`config.mk`:
```
export PLATFORM = sky130hd
export DESIGN_NAME = pong_sprite_compositor_flat
export DESIGN_NICKNAME = d
export VERILOG_FILES = /design/src/rtl/pong_gfx_pkg.sv /design/src/rtl/pong_sprite_compositor_if.sv /design/src/rtl/rect_hit_test.sv /design/src/rtl/pong_sprite_compositor.sv /design/src/flat_wrapper.sv
export SDC_FILE = /design/constraint.sdc
export NUM_CORES = 1
export LEC_CHECK = 0
export CORE_MARGIN = 1.5
export CORE_UTILIZATION = 30
export CTS_CLUSTER_SIZE = 20
export DETAILED_ROUTE_END_ITERATION = 12
export SYNTH_ARGS = -nofsm -noshare
export SYNTH_HDL_FRONTEND = slang
export SYNTH_HIERARCHICAL = 1
export SYNTH_SLANG_ARGS = --single-unit
```
`constraint.sdc`:
```
create_clock -name clk -period 24.7 [get_ports clk]
set_input_delay 4.94 -clock clk [delete_from_list [all_inputs] [get_ports clk]]
set_output_delay 4.94 -clock clk [all_outputs]
set_load 0.01 [all_outputs]
```
`src/rtl/pong_gfx_pkg.sv`:
```
// rtl/pong_gfx_pkg.sv - shared graphics types and colour constants for the pong display path
package pong_gfx_pkg;

  localparam int GFX_COORD_W  = 16;
  localparam int GFX_COLOUR_W = 8;

  typedef logic [GFX_COORD_W-1:0]  coord_t;
  typedef logic [GFX_COLOUR_W-1:0] colour_t;

  localparam colour_t COLOUR_WHITE = 8'hFF;
  localparam colour_t COLOUR_BLACK = 8'h00;

  typedef struct packed {
    coord_t x;
    coord_t y;
    coord_t w;
    coord_t h;
  } obj_rect_t;

endpackage

```
`src/rtl/pong_sprite_compositor_if.sv`:
```
// rtl/pong_sprite_compositor_if.sv - raster coordinate in / pixel colour out stream bundle
interface pong_sprite_compositor_if #(
  parameter int COORD_W  = 16,
  parameter int N_OBJ    = 3,
  parameter int COLOUR_W = 8
);
  localparam int OBJ_W = $clog2(N_OBJ + 1);

  logic                px_valid;
  logic [COORD_W-1:0]  px_x;
  logic [COORD_W-1:0]  px_y;
  logic                pix_valid;
  logic [COLOUR_W-1:0] pix_colour;
  logic [OBJ_W-1:0]    pix_obj;

  // raster generator side
  modport master (
    output px_valid, px_x, px_y,
    input  pix_valid, pix_colour, pix_obj
  );

  // compositor side
  modport slave (
    input  px_valid, px_x, px_y,
    output pix_valid, pix_colour, pix_obj
  );
endinterface

```
`src/rtl/rect_hit_test.sv`:
```
// rtl/rect_hit_test.sv - combinational point-in-rectangle test with clipping at the coordinate limit
module rect_hit_test #(
  parameter int COORD_W = 16
) (
  input  logic [COORD_W-1:0] rect_x_i,
  input  logic [COORD_W-1:0] rect_y_i,
  input  logic [COORD_W-1:0] rect_w_i,
  input  logic [COORD_W-1:0] rect_h_i,
  input  logic [COORD_W-1:0] px_x_i,
  input  logic [COORD_W-1:0] px_y_i,
  output logic               hit_o
);
  // One extra bit keeps the offset from wrapping; a rectangle running past
  // the top coordinate simply has no pixels beyond it.
  logic [COORD_W:0] dx;
  logic [COORD_W:0] dy;
  logic             in_x;
  logic             in_y;

  assign dx   = {1'b0, px_x_i} - {1'b0, rect_x_i};
  assign dy   = {1'b0, px_y_i} - {1'b0, rect_y_i};
  assign in_x = (px_x_i >= rect_x_i) && (dx < {1'b0, rect_w_i});
  assign in_y = (px_y_i >= rect_y_i) && (dy < {1'b0, rect_h_i});

  // zero width or height fails the strict less-than, so it never hits
  assign hit_o = in_x && in_y;
endmodule

```
`src/rtl/pong_sprite_compositor.sv`:
```
// rtl/pong_sprite_compositor.sv - two-stage sprite compositor with frame-swapped geometry; PONG_CENTER_NET_EN adds a dashed centre net
module pong_sprite_compositor
  import pong_gfx_pkg::*;
#(
  parameter int COORD_W  = 16,
  parameter int N_OBJ    = 3,
  parameter int COLOUR_W = 8
`ifdef PONG_CENTER_NET_EN
  ,
  parameter logic [COORD_W-1:0]  NET_X      = 16'd312,
  parameter logic [COORD_W-1:0]  NET_W      = 16'd4,
  parameter logic [COORD_W-1:0]  NET_DASH   = 16'd16,
  parameter logic [COLOUR_W-1:0] NET_COLOUR = COLOUR_WHITE
`endif
) (
  input  logic                          clk,
  input  logic                          rst,
  input  logic                          frame_start,
  input  logic [N_OBJ*2*COORD_W-1:0]    obj_pos,
  input  logic [N_OBJ*2*COORD_W-1:0]    obj_size,
  input  logic [N_OBJ*COLOUR_W-1:0]     obj_colour,
  input  logic [COLOUR_W-1:0]           bg_colour,
  output logic [N_OBJ-1:0]              collision_mask,
  pong_sprite_compositor_if.slave       vid
);
  localparam int OBJ_W = $clog2(N_OBJ + 1);

  // shadow geometry and colours; col_old_q keeps the pre-swap colours for a
  // pixel that was hit-tested in the swap cycle and finishes after it
  logic [N_OBJ*2*COORD_W-1:0] pos_q;
  logic [N_OBJ*2*COORD_W-1:0] size_q;
  logic [N_OBJ*COLOUR_W-1:0]  col_q;
  logic [N_OBJ*COLOUR_W-1:0]  col_old_q;

  // stage 1
  logic [N_OBJ-1:0] hit_d;
  logic [N_OBJ-1:0] hv_q;
  logic             s1_valid_q;
  logic             s1_old_q;

  // stage 2
  logic [N_OBJ*COLOUR_W-1:0] col_sel;
  logic [COLOUR_W-1:0]       colour_d;
  logic [OBJ_W-1:0]          obj_d;
  logic                      pix_valid_q;
  logic [COLOUR_W-1:0]       pix_colour_q;
  logic [OBJ_W-1:0]          pix_obj_q;

  // collision accumulation
  logic             hv_multi;
  logic [N_OBJ-1:0] qual_hv;
  logic [N_OBJ-1:0] acc_d;
  logic [N_OBJ-1:0] acc_q;
  logic [N_OBJ-1:0] mask_d;
  logic [N_OBJ-1:0] mask_q;

  // swap all object state only at frame start so a frame never tears
  always_ff @(posedge clk or posedge rst) begin
    if (rst) begin
      pos_q     <= '0;
      size_q    <= '0;
      col_q     <= '0;
      col_old_q <= '0;
    end else if (frame_start) begin
      pos_q     <= obj_pos;
      size_q    <= obj_size;
      col_old_q <= col_q;
      col_q     <= obj_colour;
    end
  end

  genvar g;
  generate
    for (g = 0; g < N_OBJ; g++) begin : g_hit
      rect_hit_test #(.COORD_W(COORD_W)) u_hit (
        .rect_x_i (pos_q [g*2*COORD_W + COORD_W +: COORD_W]),
        .rect_y_i (pos_q [g*2*COORD_W           +: COORD_W]),
        .rect_w_i (size_q[g*2*COORD_W + COORD_W +: COORD_W]),
        .rect_h_i (size_q[g*2*COORD_W           +: COORD_W]),
        .px_x_i   (vid.px_x),
        .px_y_i   (vid.px_y),
        .hit_o    (hit_d[g])
      );
    end
  endgenerate

  // stage 1: register the hit vector against the shadow in force this cycle
  always_ff @(posedge clk or posedge rst) begin
    if (rst) begin
      hv_q       <= '0;
      s1_valid_q <= 1'b0;
      s1_old_q   <= 1'b0;
    end else begin
      hv_q       <= vid.px_valid ? hit_d : '0;
      s1_valid_q <= vid.px_valid;
      s1_old_q   <= frame_start;
    end
  end

`ifdef PONG_CENTER_NET_EN
  localparam int DASH_BIT = $clog2(NET_DASH);

  logic [COORD_W:0] net_dx;
  logic             net_d;
  logic             net_q;

  assign net_dx = {1'b0, vid.px_x} - {1'b0, NET_X};
  assign net_d  = vid.px_valid && (vid.px_x >= NET_X) &&
                  (net_dx < {1'b0, NET_W}) && !vid.px_y[DASH_BIT];

  // stage 1: net membership travels alongside the hit vector
  always_ff @(posedge clk or posedge rst) begin
    if (rst) begin
      net_q <= 1'b0;
    end else begin
      net_q <= net_d;
    end
  end
`endif

  assign col_sel = s1_old_q ? col_old_q : col_q;

  // stage 2 select: lowest hit index wins, then net, then background
  always_comb begin
    colour_d = bg_colour;
    obj_d    = OBJ_W'(N_OBJ);
`ifdef PONG_CENTER_NET_EN
    if (net_q) begin
      colour_d = NET_COLOUR;
    end
`endif
    for (int i = N_OBJ - 1; i >= 0; i--) begin
      if (hv_q[i]) begin
        colour_d = col_sel[i*COLOUR_W +: COLOUR_W];
        obj_d    = OBJ_W'(i);
      end
    end
  end

  // stage 2: output register, holds the last pixel between valid slots
  always_ff @(posedge clk or posedge rst) begin
    if (rst) begin
      pix_valid_q  <= 1'b0;
      pix_colour_q <= '0;
      pix_obj_q    <= OBJ_W'(N_OBJ);
    end else begin
      pix_valid_q <= s1_valid_q;
      if (s1_valid_q) begin
        pix_colour_q <= colour_d;
        pix_obj_q    <= obj_d;
      end
    end
  end

  // a hit vector with two or more bits set means those objects overlap here
  assign hv_multi = s1_valid_q && (|(hv_q & (hv_q - N_OBJ'(1))));
  assign qual_hv  = hv_multi ? hv_q : '0;

  // roll the accumulator into the mask at frame start, including this cycle's hits
  always_comb begin
    acc_d  = acc_q | qual_hv;
    mask_d = mask_q;
    if (frame_start) begin
      mask_d = acc_q | qual_hv;
      acc_d  = '0;
    end
  end

  // collision state registers
  always_ff @(posedge clk or posedge rst) begin
    if (rst) begin
      acc_q  <= '0;
      mask_q <= '0;
    end else begin
      acc_q  <= acc_d;
      mask_q <= mask_d;
    end
  end

  assign vid.pix_valid   = pix_valid_q;
  assign vid.pix_colour  = pix_colour_q;
  assign vid.pix_obj     = pix_obj_q;
  assign collision_mask  = mask_q;
endmodule

```
`src/flat_wrapper.sv`:
```
// flat-port wrapper written by rule: the top's interface ports become plain ports
module pong_sprite_compositor_flat import pong_gfx_pkg::*;
#(
  parameter int COORD_W  = 16,
  parameter int N_OBJ    = 3,
  parameter int COLOUR_W = 8

)
  (clk, rst, frame_start, obj_pos, obj_size, obj_colour, bg_colour, collision_mask, vid_px_valid, vid_px_x, vid_px_y, vid_pix_valid, vid_pix_colour, vid_pix_obj);
  pong_sprite_compositor_if #(.COORD_W(COORD_W), .N_OBJ(N_OBJ), .COLOUR_W(COLOUR_W)) vid_i ();
  input  logic clk;
  input  logic rst;
  input  logic frame_start;
  input  logic [N_OBJ*2*COORD_W-1:0] obj_pos;
  input  logic [N_OBJ*2*COORD_W-1:0] obj_size;
  input  logic [N_OBJ*COLOUR_W-1:0] obj_colour;
  input  logic [COLOUR_W-1:0] bg_colour;
  output logic [N_OBJ-1:0] collision_mask;
  input wire logic [$bits(vid_i.px_valid)-1:0] vid_px_valid;
  input wire logic [$bits(vid_i.px_x)-1:0] vid_px_x;
  input wire logic [$bits(vid_i.px_y)-1:0] vid_px_y;
  output wire logic [$bits(vid_i.pix_valid)-1:0] vid_pix_valid;
  output wire logic [$bits(vid_i.pix_colour)-1:0] vid_pix_colour;
  output wire logic [$bits(vid_i.pix_obj)-1:0] vid_pix_obj;
  assign vid_i.px_valid = vid_px_valid;
  assign vid_i.px_x = vid_px_x;
  assign vid_i.px_y = vid_px_y;
  assign vid_pix_valid = vid_i.pix_valid;
  assign vid_pix_colour = vid_i.pix_colour;
  assign vid_pix_obj = vid_i.pix_obj;
  pong_sprite_compositor #(.COORD_W(COORD_W), .N_OBJ(N_OBJ), .COLOUR_W(COLOUR_W)) u_core (.clk(clk), .rst(rst), .frame_start(frame_start), .obj_pos(obj_pos), .obj_size(obj_size), .obj_colour(obj_colour), .bg_colour(bg_colour), .collision_mask(collision_mask), .vid(vid_i));
endmodule
```
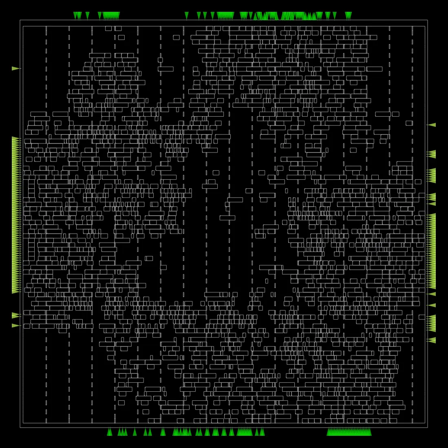
**Above:** run 1 (cell placement).
count of fill cells added during filler insertion: 5,651
core occupancy in the finished layout: 0.383

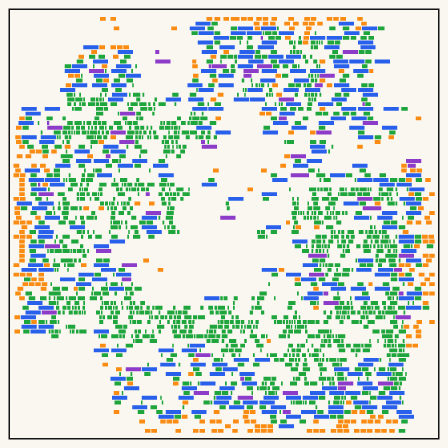
**Above:** run 1 (placement by cell class).
[blue] flops | cells: 262
[orange] other buffers and delay cells | cells: 279
[purple] clock drivers and dummy loads | cells: 59
[green] all other logic | cells: 1,398

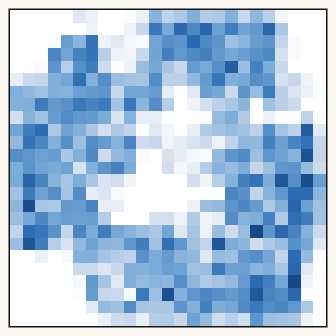
**Above:** run 1 (cell density map).
25 x 25 tiles, from white (low) to dark blue (high), 0 to 100% covered.
tiles over 75% full: 4.2%
fullest tile: 91%
mean over tiles: 35%

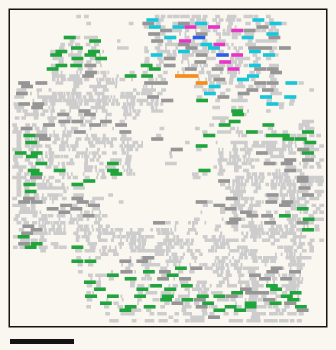
**Above:** run 1 (sequential cells grouped by signal name).
Bar = 50 um. Other sequential cells in the stronger gray, the rest of the logic in the fainter gray.
[blue] u_core/vid.pix_obj | placed flops: 2
[orange] u_core/acc_q | placed flops: 3
[magenta] u_core/vid.pix_colour | placed flops: 8
[green] u_core/size_q | placed flops: 96 | where: widely spread
[cyan] u_core/col_q | placed flops: 24
not colored: 129
area used by sequential logic in the layout: 6560 um2
share of the final layout cell area in sequential cells: 0.295

==> changes_impl.md, run 1 <==
### Changed

* Non-filler cells in the finished layout at 2,768
* Count leader, synth: dfrtp_1
* Detailed-routed wire length on met2 at 24,100 um
* Netlist area before placement at around 18,000 um2
* Clock network fraction of total power at 0.350
* Run status: complete, no violations
* RSZ-0062 raised after global routing: no
* Non-clock inverter instance count of the final layout at 240
* Number of cell instances after yosys synthesis at 1,706
* Post-DRT Antenna Nets at 0
* First-pass GRT wire length at 77,800 um
* Crit. Startpoint: vid_px_y[4]
* Diode count at 5
* Number of gates given a new drive strength after cts at 0
* Yosys top cell by area: dfrtp_1
* Post-Syn Instances at roughly 1,700
* Post-synth area hogs: dfrtp_1 37%, mux2_2 14%, ha_1 13%
* Clk pin slew, worst setup/hold paths at 0.06 ns
* Power in combinational cells at between 400 and 500 uW
* Post-CTS setup repair buffer count at 0
* Minimum setup slack among reg-to-reg paths at 20.07 ns
* RePlAce Congestion at between 0.8 and 0.9
* Setup-violating endpoint count in the final report at 0
* Most common logic cell in the routed design: clkdlybuf4s50_1
* Effective utilization at floorplan at 0.305
* Layout-stage area growth over the synthesis result at 25.7%
* Met3 wirelength from detailed routing at 2540 um
* Net Switching at 463 uW
* Number of logged tool warnings at 32
* Clk_skew at roughly 0.018 ns
* Count of port buffers added during placement at 273
* Global router's overall resource usage at 0.166
* Register share of total power at 0.337
-- run 1: worst max-delay path, stage by stage --
cell             delay, ns
clkdlybuf4s50_1       0.52
ha_1                  0.41
a21o_1                0.21
a21oi_1               0.28
o221ai_1              0.19
a41oi_1               0.49
a22oi_1               0.24
mux2i_1               0.20
o2111ai_1             0.13
ha_1                  0.31
o21a_1                0.11
o211ai_1              0.22
o22ai_1               0.11
a2111oi_0             0.32
nand4_1               0.13
or4_1                 0.53
nor4_2                0.14
and2_1                0.15
-- run 1: kinds of logic (layout without fill, tap and decap cells) --
kind of cell    count (synthesis)  in the layout  synth area share
other cells                     0              5                 0
buf+inv                       286            578            0.0733
simple gates                  293            293            0.0869
fa+ha+maj                     192            192             0.138
xor+xnor                       65             65            0.0322
flops                         262            262             0.371
mux                           266            266             0.168
compound gates                342            342             0.131
**Run 1: M3 wires**

Bar = 50 um.
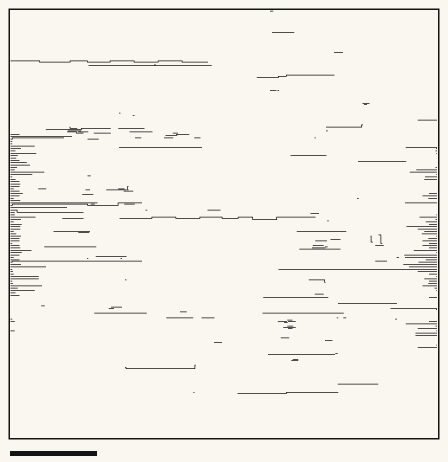

==> run 2: changes to the inputs <==
==> constraint.sdc (replaced) <==
create_clock -name clk -period 9.1 [get_ports clk]
set_input_delay 1.82 -clock clk [delete_from_list [all_inputs] [get_ports clk]]
set_output_delay 1.82 -clock clk [all_outputs]
set_load 0.01 [all_outputs]
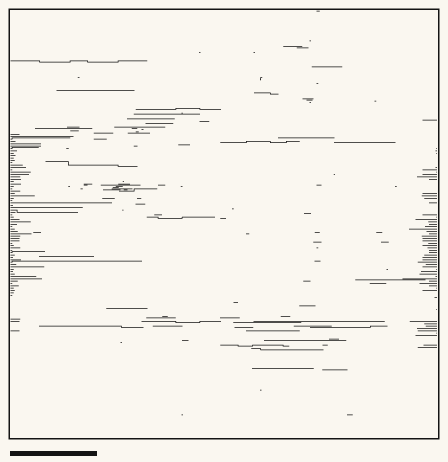
**Above:** run 2 (M3 wires).
Bar = 50 um.
nets with wire on the layer: 193
longest straight run: 75.0 um
share of all routed wire: 5.0%
Total Wirelength: 50,200 um
vias post-DR: 13,600
routing usage on met3: 0.0336

==> changes_impl.md, run 2 <==
### Changed

* Buffers, non-clock at 278
* Diode count at 2
* CTS buffer count at 35
* Area used by sequential logic in the layout at 6560 um2
* Run status: complete, no violations
* Xor+xnor area frac at 0.0322
* Registers with the highest flip-flop counts: u_core/pos_q: 96 flops, u_core/size_q: 96 flops
* End of the worst register-to-register path: u_core/hv_q[0]
* Aoi/oai-family share of the synthesized area at 0.131
* RePlAce Congestion at 0.881
* Number of logged tool warnings at 32
* Post-CTS setup repair buffer count at 0
* Clock network fraction of total power at 0.345
* Minimum setup slack among reg-to-reg paths at about 4.5 ns
* Crit. Startpoint: vid_px_y[4]
* Non-clock inverter instance count of the final layout at about 240
* Netlist area before placement at 17,700 um2
* Part of the Yosys area used for sequential elements at 0.371
* Clk pin slew, worst setup/hold paths at about 0.060 ns
* Global router's overall resource usage at 0.167
* Effective utilization at floorplan at 0.305
* Highest Clock Rate at 0.167 GHz
* Number of gates given a new drive strength after cts at 0
* Hold Violations, Final at 0
* Final WS setup at 3.11 ns
* Count leader, synth: dfrtp_1
* Clk_skew at 0.0142 ns
* Post-DRT Antenna Nets at 0
* Most frequent logic cells in the routed design: 272 x clkdlybuf4s50_1, 260 x dfrtp_1, 239 x inv_1, 218 x mux2_2, 186 x ha_1
* Yosys top cell by area: dfrtp_1
* Layout-stage area growth over the synthesis result at 25.5%
* Share of synthesized cell area in and, or, nand and nor gates at 0.0869
* First-pass GRT wire length at approximately 78,000 um
* Detailed-routed wire length on met2 at 23,700 um
* Count of port buffers added during placement at about 270
* Met3 wirelength from detailed routing at about 2500 um
* Post-Syn Instances at 1,706
* Non-filler cells in the finished layout at about 2,800
* Main logic family after synthesis: multiplexers
* Net Switching at 1.27 mW
* Boundary pin count at between 200 and 300
* Adder Area Share at 0.138
* Most common logic cell in the routed design: clkdlybuf4s50_1
* Number of cell instances after yosys synthesis at between 1,500 and 2,000
* Post-synth area hogs: dfrtp_1 37%, mux2_2 14%, ha_1 13%
* Multiplexer share of the synthesized area at 0.168
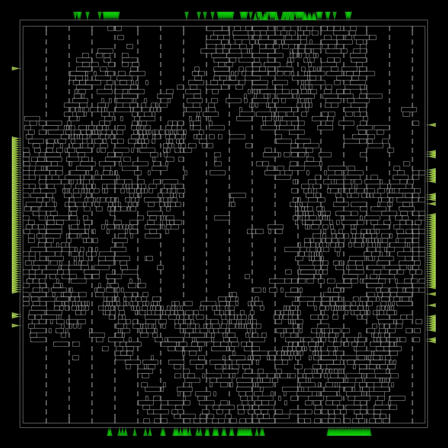
**Above:** run 2 (cell placement).
count of fill cells added during filler insertion: 5,679
share of the final layout cell area in sequential cells: 0.295
core occupancy in the finished layout: 0.383
core area: 58,000 um2
sequential cells: 262

==> run 2: power by group through the flow <==
stage	sequential, mW	combinational, mW	clock, mW
2_1_floorplan	1.35	0.880	0
3_3_place_gp	1.37	1.23	0
3_5_place_dp	1.38	1.26	0
4_1_cts	1.36	1.27	1.44
5_1_grt	1.37	1.42	1.48
6_report	1.36	1.26	1.37
==> run 2: critical path: stages <==
cell	delay, ns
clkdlybuf4s50_1	0.51
ha_1	0.40
a21o_1	0.20
a21oi_1	0.26
o221ai_1	0.20
a41oi_1	0.48
a22oi_1	0.23
mux2i_1	0.19
o2111ai_1	0.13
ha_1	0.31
o21a_1	0.11
o211ai_1	0.22
o22ai_1	0.11
a2111oi_0	0.34
nand4_1	0.13
or4_1	0.53
nor4_2	0.14
and2_1	0.14
**Run 2: placement by cell class**

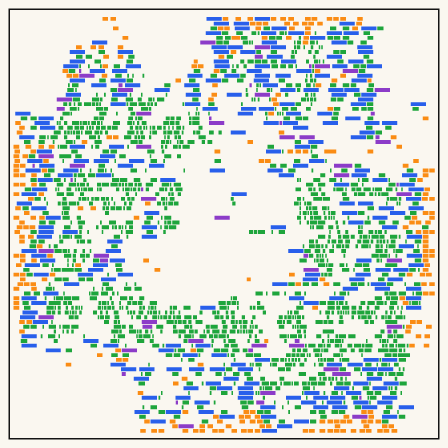

==> run 3: changes to the inputs <==
==> constraint.sdc (replaced) <==
create_clock -name clk -period 5.79 [get_ports clk]
set_input_delay 1.158 -clock clk [delete_from_list [all_inputs] [get_ports clk]]
set_output_delay 1.158 -clock clk [all_outputs]
set_load 0.01 [all_outputs]
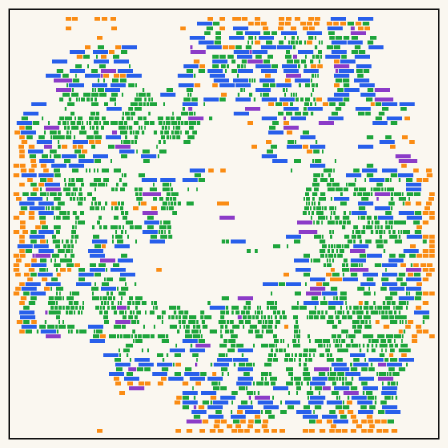
**Above:** run 3 (placement by cell class).
[blue] flops | cells: 262
[purple] clock drivers and dummy loads | cells: 63
[green] all other logic | cells: 1,398
[orange] other buffers and delay cells | cells: 287

==> changes_impl.md, run 3 <==
### Changed

* Total Wirelength at 50,000 um
* Top Family by Delay on Critical Path: AND-OR/OR-AND gates
* RePlAce Congestion at 0.888
* Detailed-routed wire length on met2 at approximately 24,000 um
* Number of gates given a new drive strength after cts at 0
* Final WS setup at around 0.48 ns
* Highest Clock Rate at 0.188 GHz
* Vias post-DR at 13,600
* Hold Violations, Final at 0
* CP cell instances: clkdlybuf4s50_1 > inv_1 > ha_1 > fa_1 > inv_1 > a21oi_1 > o221ai_1 > a41oi_1 > a22oi_1 > mux2i_1 > o2111ai_1 > ha_1 > o21a_1 > o211ai_1 > o22ai_1 > a2111oi_0 > nand4_1 > or4_1 > nor4_2 > and2_1
* Boundary pin count at 274
* Non-filler cells in the finished layout at roughly 2,800
* First-pass GRT wire length at 77,900 um
* Netlist area before placement at 17,700 um2
* Core area at slightly below 60,000 um2
* CTS buffer count at 35
* Standard cell with the maximum stage delay on the critical path: or4_1
* Post-Syn Instances at between 1,500 and 2,000
* RSZ-0062 raised after global routing: no
* Count of port buffers added during placement at 273
* Most common logic cell in the routed design: clkdlybuf4s50_1
* Setup-violating endpoint count in the final report at 0
* Yosys top cell by area: dfrtp_1
* Xor+xnor area frac at 0.0322
* Count of fill cells added during filler insertion at 5,697
* Clk_skew at between 0.02 and 0.025 ns
* Clk pin slew, worst setup/hold paths at roughly 0.06 ns
* Global router's overall resource usage at 0.166
* Aoi/oai-family share of the synthesized area at 0.131
* Core occupancy in the finished layout at 0.386
* Worst path bufs/invs at 3
* Crit. Startpoint: vid_px_y[0]
* Post-DRT Antenna Nets at 0
* Adder Area Share at 0.138
* Layout-stage area growth over the synthesis result at 26.5%
* Run status: complete, no violations
* Slowest stage delay, CP at 0.53 ns
* Registers with the highest flip-flop counts: u_core/pos_q: 96 flops, u_core/size_q: 96 flops
* Routing usage on met3 at 0.0357
* Met3 wirelength from detailed routing at 2750 um
* Part of the Yosys area used for sequential elements at 0.371
* Most frequent logic cells in the routed design: 272 x clkdlybuf4s50_1, 260 x dfrtp_1, 239 x inv_1, 218 x mux2_2, 186 x ha_1
* Levels on crit path at 20
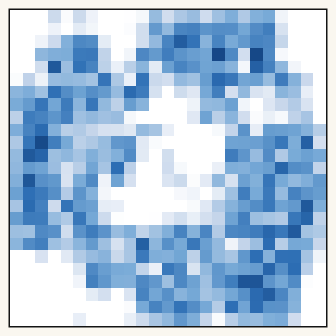
**Above:** run 3 (cell density map).
25 x 25 tiles, from white (low) to dark blue (high), 0 to 100% covered.
tiles over 75% full: 4.5%
fullest tile: 91%
mean over tiles: 35%
nearly empty tiles: 21%
emptiest ninth of the die: center

run 3: cell counts after synthesis:
Identical to the previous run, type by type.
run 3: final cells by class:
class | count | area (um2) | share of cell area
flip-flops and latches | 262 | 6560 | 0.293
multi-input cells | 1158 | 9840 | 0.440
diodes | 5 | 12.5 | 0.000559
inverters | 240 | 905 | 0.0404
clock buffers | 47 | 982 | 0.0439
repair buffers | 287 | 2870 | 0.128
clock inverters | 16 | 255 | 0.0114
well taps | 765 | 957 | 0.0428
run 3: power by group:
group          total, mW  internal [mW]  switching (mW)  leakage (nW)
clock               2.33           1.46           0.866         0.593
combinational       1.98          0.967            1.01          6.44
sequential          2.13           2.02           0.106          3.08
Power figures rest on the tool's default switching activity, not on a simulated workload.
